--- src/rtl/alu_seq.sv ---
// alu_seq: RF-fed ALU with 15 single-cycle ops, shift-add unsigned MUL, registered Z/C/N/O flags.
// Latency: 1 cycle for single-cycle ops, NBits cycles for MUL; done pulses once per result.
// Backpressure: busy is high during MUL and start is ignored while busy (no queuing).
module alu_seq #(
  parameter int NBits = 8
) (
  input  logic             clk,
  input  logic             rst,
  input  logic [NBits-1:0] A,
  input  logic [NBits-1:0] B,
  input  logic [3:0]       FunSel,
  input  logic             start,
  input  logic             WF,
  output logic [NBits-1:0] OutALU,
  output logic [NBits-1:0] OutHi,
  output logic             Zero,
  output logic             Carry,
  output logic             Neg,
  output logic             Ovf,
  output logic             busy,
  output logic             done
);

  localparam int CW  = (NBits > 1) ? $clog2(NBits) : 1;
  localparam int MSB = NBits - 1;

  typedef enum logic {IDLE = 1'b0, MULT = 1'b1} state_t;

  state_t state, state_nxt;

  logic [CW-1:0]    cnt;
  logic [NBits-1:0] mcand;
  logic [NBits-1:0] mul_hi;
  logic [NBits-1:0] mul_lo;
  logic             mul_wf;
  logic             mul_last;
  logic [NBits:0]   mul_sum;
  logic [NBits-1:0] mul_hi_nxt;
  logic [NBits-1:0] mul_lo_nxt;

  logic             accept;
  logic [NBits-1:0] alu_res;
  logic [NBits:0]   alu_wide;
  logic             alu_c;
  logic             alu_o;
  logic             upd_c;
  logic             upd_o;

  assign accept   = (state == IDLE) && start;
  assign mul_last = (cnt == CW'(NBits - 1));

  // State register: only IDLE/MULT, cleared asynchronously so reset aborts a MUL.
  always_ff @(posedge clk or posedge rst) begin
    if (rst) state <= IDLE;
    else     state <= state_nxt;
  end

  // Next state: MUL enters MULT, which leaves after the last shift-add step.
  always_comb begin
    state_nxt = state;
    case (state)
      IDLE:    if (start && (FunSel == 4'b1111)) state_nxt = MULT;
      MULT:    if (mul_last) state_nxt = IDLE;
      default: state_nxt = IDLE;
    endcase
  end

  // FSM outputs: busy covers exactly the NBits MULT cycles.
  always_comb begin
    busy = (state == MULT);
  end

  // One shift-add step: add multiplicand on multiplier LSB, then shift {carry,hi,lo} right.
  always_comb begin
    mul_sum    = {1'b0, mul_hi} + {1'b0, (mul_lo[0] ? mcand : {NBits{1'b0}})};
    mul_hi_nxt = mul_sum[NBits:1];
    mul_lo_nxt = {mul_sum[0], mul_lo[NBits-1:1]};
  end

  // Single-cycle ALU: result plus which of Carry/Ovf this opcode is allowed to touch.
  always_comb begin
    alu_res  = A;
    alu_wide = '0;
    alu_c    = Carry;
    alu_o    = Ovf;
    upd_c    = 1'b0;
    upd_o    = 1'b0;
    case (FunSel)
      4'b0000: alu_res = A;
      4'b0001: alu_res = B;
      4'b0010: alu_res = ~A;
      4'b0011: alu_res = ~B;
      4'b0100, 4'b0101: begin
        alu_wide = {1'b0, A} + {1'b0, B} + {{NBits{1'b0}}, (FunSel[0] & Carry)};
        alu_res  = alu_wide[NBits-1:0];
        alu_c    = alu_wide[NBits];
        alu_o    = (A[MSB] == B[MSB]) && (alu_res[MSB] != A[MSB]);
        upd_c    = 1'b1;
        upd_o    = 1'b1;
      end
      4'b0110: begin
        // MSB of the widened difference is set exactly when A < B (borrow).
        alu_wide = {1'b0, A} - {1'b0, B};
        alu_res  = alu_wide[NBits-1:0];
        alu_c    = alu_wide[NBits];
        alu_o    = (A[MSB] != B[MSB]) && (alu_res[MSB] != A[MSB]);
        upd_c    = 1'b1;
        upd_o    = 1'b1;
      end
      4'b0111: alu_res = A & B;
      4'b1000: alu_res = A | B;
      4'b1001: alu_res = A ^ B;
      4'b1010: begin
        alu_res = {A[MSB-1:0], 1'b0};
        alu_c   = A[MSB];
        alu_o   = A[MSB] ^ A[MSB-1];
        upd_c   = 1'b1;
        upd_o   = 1'b1;
      end
      4'b1011: begin
        alu_res = {1'b0, A[MSB:1]};
        alu_c   = A[0];
        upd_c   = 1'b1;
      end
      4'b1100: begin
        alu_res = {A[MSB], A[MSB:1]};
        alu_c   = A[0];
        upd_c   = 1'b1;
      end
      4'b1101: begin
        alu_res = {A[MSB-1:0], Carry};
        alu_c   = A[MSB];
        upd_c   = 1'b1;
      end
      4'b1110: begin
        alu_res = {Carry, A[MSB:1]};
        alu_c   = A[0];
        upd_c   = 1'b1;
      end
      default: alu_res = A;
    endcase
  end

  // Datapath: result/flag write on accept (single-cycle) or on the final MUL step.
  always_ff @(posedge clk or posedge rst) begin
    if (rst) begin
      OutALU <= '0;
      OutHi  <= '0;
      Zero   <= 1'b0;
      Carry  <= 1'b0;
      Neg    <= 1'b0;
      Ovf    <= 1'b0;
      done   <= 1'b0;
      cnt    <= '0;
      mcand  <= '0;
      mul_hi <= '0;
      mul_lo <= '0;
      mul_wf <= 1'b0;
    end else begin
      done <= 1'b0;
      if (accept) begin
        if (FunSel == 4'b1111) begin
          mcand  <= A;
          mul_lo <= B;
          mul_hi <= '0;
          mul_wf <= WF;
          cnt    <= '0;
        end else begin
          OutALU <= alu_res;
          OutHi  <= '0;
          done   <= 1'b1;
          if (WF) begin
            Zero <= (alu_res == '0);
            Neg  <= alu_res[MSB];
            if (upd_c) Carry <= alu_c;
            if (upd_o) Ovf   <= alu_o;
          end
        end
      end else if (state == MULT) begin
        mul_hi <= mul_hi_nxt;
        mul_lo <= mul_lo_nxt;
        cnt    <= cnt + CW'(1);
        if (mul_last) begin
          OutALU <= mul_lo_nxt;
          OutHi  <= mul_hi_nxt;
          done   <= 1'b1;
          if (mul_wf) begin
            Zero  <= ({mul_hi_nxt, mul_lo_nxt} == '0);
            Neg   <= mul_hi_nxt[MSB];
            Carry <= (mul_hi_nxt != '0);
            Ovf   <= (mul_hi_nxt != '0);
          end
        end
      end
    end
  end

endmodule

--- config.mk ---
export PLATFORM = sky130hd
export DESIGN_NAME = alu_seq
export DESIGN_NICKNAME = d
export VERILOG_FILES = /design/src/rtl/alu_seq.sv
export SDC_FILE = /design/constraint.sdc
export NUM_CORES = 1
export LEC_CHECK = 0
export CAP_MARGIN = 5
export CORE_MARGIN = 4
export CORE_UTILIZATION = 64
export CTS_BUF_LIST = sky130_fd_sc_hd__clkbuf_8
export CTS_CLUSTER_SIZE = 12
export DETAILED_ROUTE_END_ITERATION = 7
export HOLD_SLACK_MARGIN = 0.05
export PLACE_DENSITY = 0.95
export SLEW_MARGIN = 20
export SYNTH_ARGS = -nofsm -noshare
export SYNTH_HDL_FRONTEND = slang
export SYNTH_SLANG_ARGS = --single-unit
export TNS_END_PERCENT = 20
--- constraint.sdc ---
create_clock -name clk -period 4.83 [get_ports clk]
set_input_delay 1.449 -clock clk [delete_from_list [all_inputs] [get_ports clk]]
set_output_delay 1.449 -clock clk [all_outputs]
set_load 0.01 [all_outputs]
==> images/wire_density.png <==
The die is cut into 18 by 18 equal tiles; dark blue is low, red is high, scaled to the fullest tile. Values are wire area over tile area, all layers added.
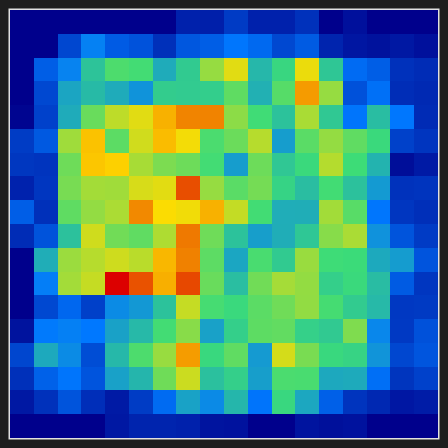
mean over tiles: 0.29
densest ninth of the die: center
nearly empty tiles: 8.6%
fullest tile: 0.80
detailed-route wire length per cell: 20.67 um
Tot GR Track Use: 33.71%
final WL: 13710 um

==> images/clock_map.png <==
Bar = 20 um.
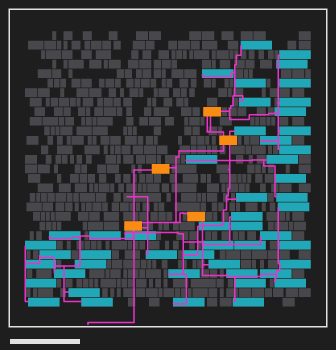
legend:
  cyan:
    item: flip-flops
    count: 50
  orange:
    item: cells driving clock nets
    count: 5
  magenta:
    item: clock wires
    length: 610 um
flops lie: widely spread

==> images/zoom.png <==
Bar = 10 um. Region (33, 51) to (58, 76) um. Cells in gray, sequential cells in the stronger gray; small squares are vias.
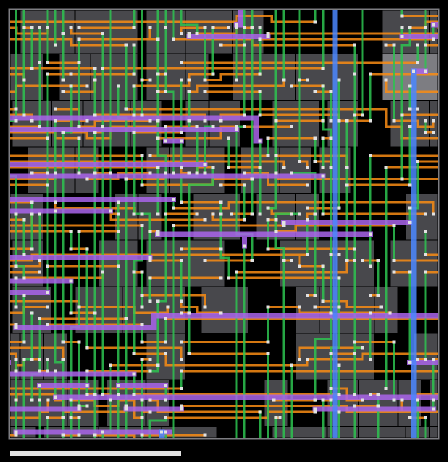
legend:
  green:
    layer: met2
  orange:
    layer: met1
  blue:
    layer: met4
  purple:
    layer: met3
sequential cells in the window: 0
most frequent: nor2_1 (8), a31oi_1 (7)
cells with their middle in the window: 63

==> impl_results.rst <==
Metrics
=======

.. list-table::
   :header-rows: 1

   * - Metric
     - Value
   * - Comb power frac
     - 48.3%
   * - Met2 Resource Use GR
     - 51.59%
   * - Crit path cell chain
     - clkdlybuf4s50_1, inv_1, fa_1, fa_1, nand2b_1, a21oi_1, a31oi_1, xnor2_1, o22ai_1, o22ai_1, o211ai_1, o21a_1
   * - Path length in cells of the critical path
     - 12
   * - Final hold slack
     - 0.4855 ns
   * - Tally of max-capacitance violations
     - 0
   * - Clock tree skew after final layout
     - 0.01125 ns
   * - Part of the total power dissipated in sequential elements
     - 35.4%
   * - Minimum setup slack among reg-to-reg paths
     - 1.45 ns
   * - GRT busiest layer
     - met2
   * - Post-synthesis register bit count
     - 50
   * - Reg-to-Reg End
     - Zero
   * - Worst setup path start
     - B[0]
   * - Sequential cell area
     - 1251 um2
   * - Overall power after layout
     - 1939 uW
   * - CP Max Fanout
     - 6
   * - Most instantiated cells after synthesis
     - 80 x sky130_fd_sc_hd__nand2_1, 50 x sky130_fd_sc_hd__dfrtp_1, 50 x sky130_fd_sc_hd__o21ai_0, 39 x sky130_fd_sc_hd__nor2_1, 35 x sky130_fd_sc_hd__ha_1
   * - H-tree levels
     - 2
   * - Post-synth EDFFs
     - 0
   * - Count of placed standard cells in the final layout, fillers left out
     - 663
   * - Cell depth of the worst min-delay path
     - 2
   * - Worst path arrival time
     - 4.48 ns
   * - Count of nets left with antenna violations after detail routing
     - 0
   * - Post-synthesis cell type with the largest instance count
     - sky130_fd_sc_hd__nand2_1
   * - Die Y
     - 90.26 um
   * - Met1 WL
     - 5578 um
   * - Pin count of the biggest net entering global routing
     - 51
   * - Count of input and output buffers
     - 45
   * - Synth Area in Simple Gates
     - 20.69%
   * - Clock power share
     - 16.3%
   * - Clock root cell
     - sky130_fd_sc_hd__clkbuf_8
   * - Die area
     - 8146 um2
   * - Start-to-end type of the worst setup path
     - input pin to flip-flop
   * - Power of the clock network
     - 316 uW
   * - Number of global-route vias before repair
     - 4170
   * - Unrepaired setup endpoints after global routing
     - false
   * - Maximum number of buffers from clock root to sink
     - 2
   * - Net Count, Synth
     - 607
   * - Count of instantiated cells in the yosys netlist
     - 544
   * - Worst path slowest cell
     - sky130_fd_sc_hd__clkdlybuf4s50_1
   * - Top cell type by total area after synthesis
     - sky130_fd_sc_hd__dfrtp_1
   * - Number of buffer and inverter instances along the worst setup path
     - 2
   * - Worst setup slack after placement
     - 0.3757 ns
   * - Top layer reached by signal wires
     - met4
   * - Critical path capture point type
     - flip-flop
   * - Global-route wire length before repair
     - 22210 um
   * - Layout clock area frac
     - 2.344%
   * - Remaining global-route overflow
     - 0
   * - OpenROAD warnings
     - 43
   * - Net total in the final layout
     - 648
   * - Starting DRC count in detailed routing
     - 565
   * - Distinct cells, synth
     - 66
   * - Worst hold path startpoint
     - mcand[4]
   * - Clock-pin slew of the registers on the worst-case setup and hold paths
     - 0.10 ns
   * - Vias post-DR
     - 4530
   * - Proportion of netlist area held by the largest area contributor
     - 28.89%
   * - Int Pwr
     - 1133 uW
   * - Setup Buffers After CTS
     - 0
   * - Number of clock sinks
     - 50
   * - Type of element launching the critical path
     - input pin
   * - Number of placement rows
     - 29
   * - Floorplan-stage core utilization
     - 67.05%
   * - Net switching share of the total power
     - 41.61%
   * - Overall die width
     - 90.26 um
   * - Power consumed by sequential cells
     - 686 uW
   * - NonClk Buf Share
     - 11.97%
   * - AND-OR/OR-AND share of the synthesized area
     - 27.97%
   * - Group drawing the most power
     - combinational logic
   * - Number of cells upsized or downsized after cts
     - 0
   * - Wire length on met3
     - 1562 um
   * - Antenna violations before repair
     - 0
   * - Remaining routing DRC violations
     - 0
   * - Buffers, non-clock
     - 65
   * - YS chip area
     - 4330 um2
   * - Top logic cell by instance count in the layout
     - sky130_fd_sc_hd__nand2_1
   * - Met1 capacity usage during global routing
     - 48.83%
   * - Delay of the slowest critical-path stage
     - 0.64 ns
   * - First-pass detailed-route iteration total
     - 7
   * - Number of flip-flops and latches
     - 50
   * - Async SR Flop Fraction
     - 100.0%
   * - CP required
     - 5.08 ns
   * - Relative max-transition margin
     - 27.80%
   * - Length of routed met2 wiring
     - 6132 um
   * - Ports
     - 46
   * - Synth Cell Area
     - 4330 um2
   * - Outcome
     - finished clean
   * - Logic share of the area
     - 56.71%
   * - Top cell category
     - logic gates
   * - Number of instances in the synthesized netlist
     - 544
   * - Multiplexer share of the synthesized area
     - 2.860%
   * - Placement Cell Area
     - 4898 um2
   * - Logic area
     - 2845 um2
   * - Most numerous logic cells after layout
     - 80 x sky130_fd_sc_hd__nand2_1, 50 x sky130_fd_sc_hd__dfrtp_1, 50 x sky130_fd_sc_hd__o21ai_0
   * - Setup total negative slack
     - 0 ns
   * - Layout multi-input combinational cell count
     - 435
   * - Post-layout min period
     - 4.226 ns
   * - Fmax
     - 236.6 MHz
   * - Top cells by area in the synthesized netlist
     - sky130_fd_sc_hd__dfrtp_1 29%, sky130_fd_sc_hd__ha_1 10%, sky130_fd_sc_hd__nand2_1 6.9%, sky130_fd_sc_hd__o21ai_0 5.8%, sky130_fd_sc_hd__nor2_1 3.4%
   * - Hold EP
     - mcand[4]
   * - Worst setup path end
     - OutALU[6]
   * - Largest delay contributor family on the critical path
     - AND-OR/OR-AND gates
   * - Adder-Cell Fraction of Synth Area
     - 11.96%
   * - Inserted Clock Buffers
     - 5
   * - Ratio of final minimum period to clock period
     - 87.50%
   * - Global-route met3 utilization
     - 4.750%
   * - HPWL reported at the end of detailed placement
     - 10510 um
   * - Count of warnings emitted by yosys
     - 0
   * - Switching power summed over all nets
     - 806.9 uW
   * - Fraction of the yosys area taken by sequential cells
     - 28.89%
   * - Final Hold Violating Endpoints
     - 0
   * - Post-synth top flop
     - sky130_fd_sc_hd__dfrtp_1
   * - Transition time of the tightest slew-check pin
     - 1.083 ns
   * - Final setup violation count
     - 0
   * - Biggest combinational cell group after synthesis
     - AND-OR/OR-AND gates
   * - Clock tree buffer count of the final layout
     - 5
   * - Total placed cells including tap cells
     - 655
   * - Standby leakage power
     - 0.002257 uW
   * - Number of inserted diodes
     - 0
   * - RR Startpoint
     - mul_lo[0]
   * - Via density
     - 6.833
   * - Number of hold buffers added after cts
     - 0
   * - Invs w/o clock
     - 28
   * - Highest ir drop seen on vdd
     - 316.6 uV
   * - Reg2Reg Depth
     - 11
   * - Gpl congestion
     - 1.011
==> images/final_placement.png <==
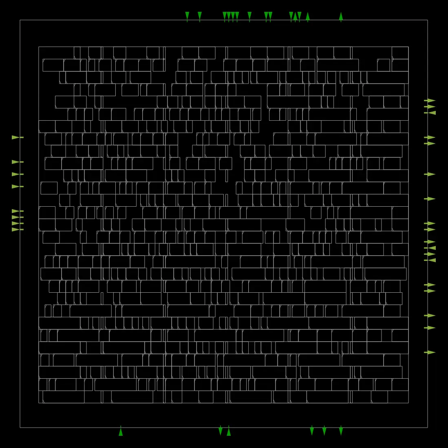
number of well taps: 77
total of fill cells in the finished design: 448
final cell utilization of the core: 77.68%
area inside the core boundary: 6459 um2
register share of the cell area: 24.94%

==> images/drive_strength.png <==
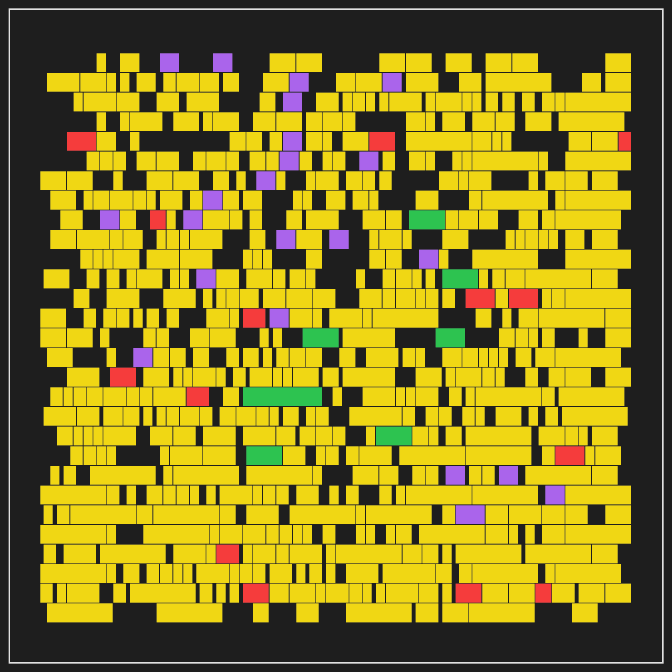
legend:
  red:
    size: drive 2
    cells: 14
    share: 2.4%
  purple:
    size: drive 3 to 4
    cells: 22
    share: 3.8%
  green:
    size: drive 6 and up
    cells: 7
    share: 1.2%
  yellow:
    size: drive 1 or less
    cells: 543
    share: 93%
Final Instance Area: 5017 um2
PnR worst setup slack: 0.6037 ns
growth of design area from synthesis to finish: 15.86%

Power is estimated from default activity; no workload was simulated.
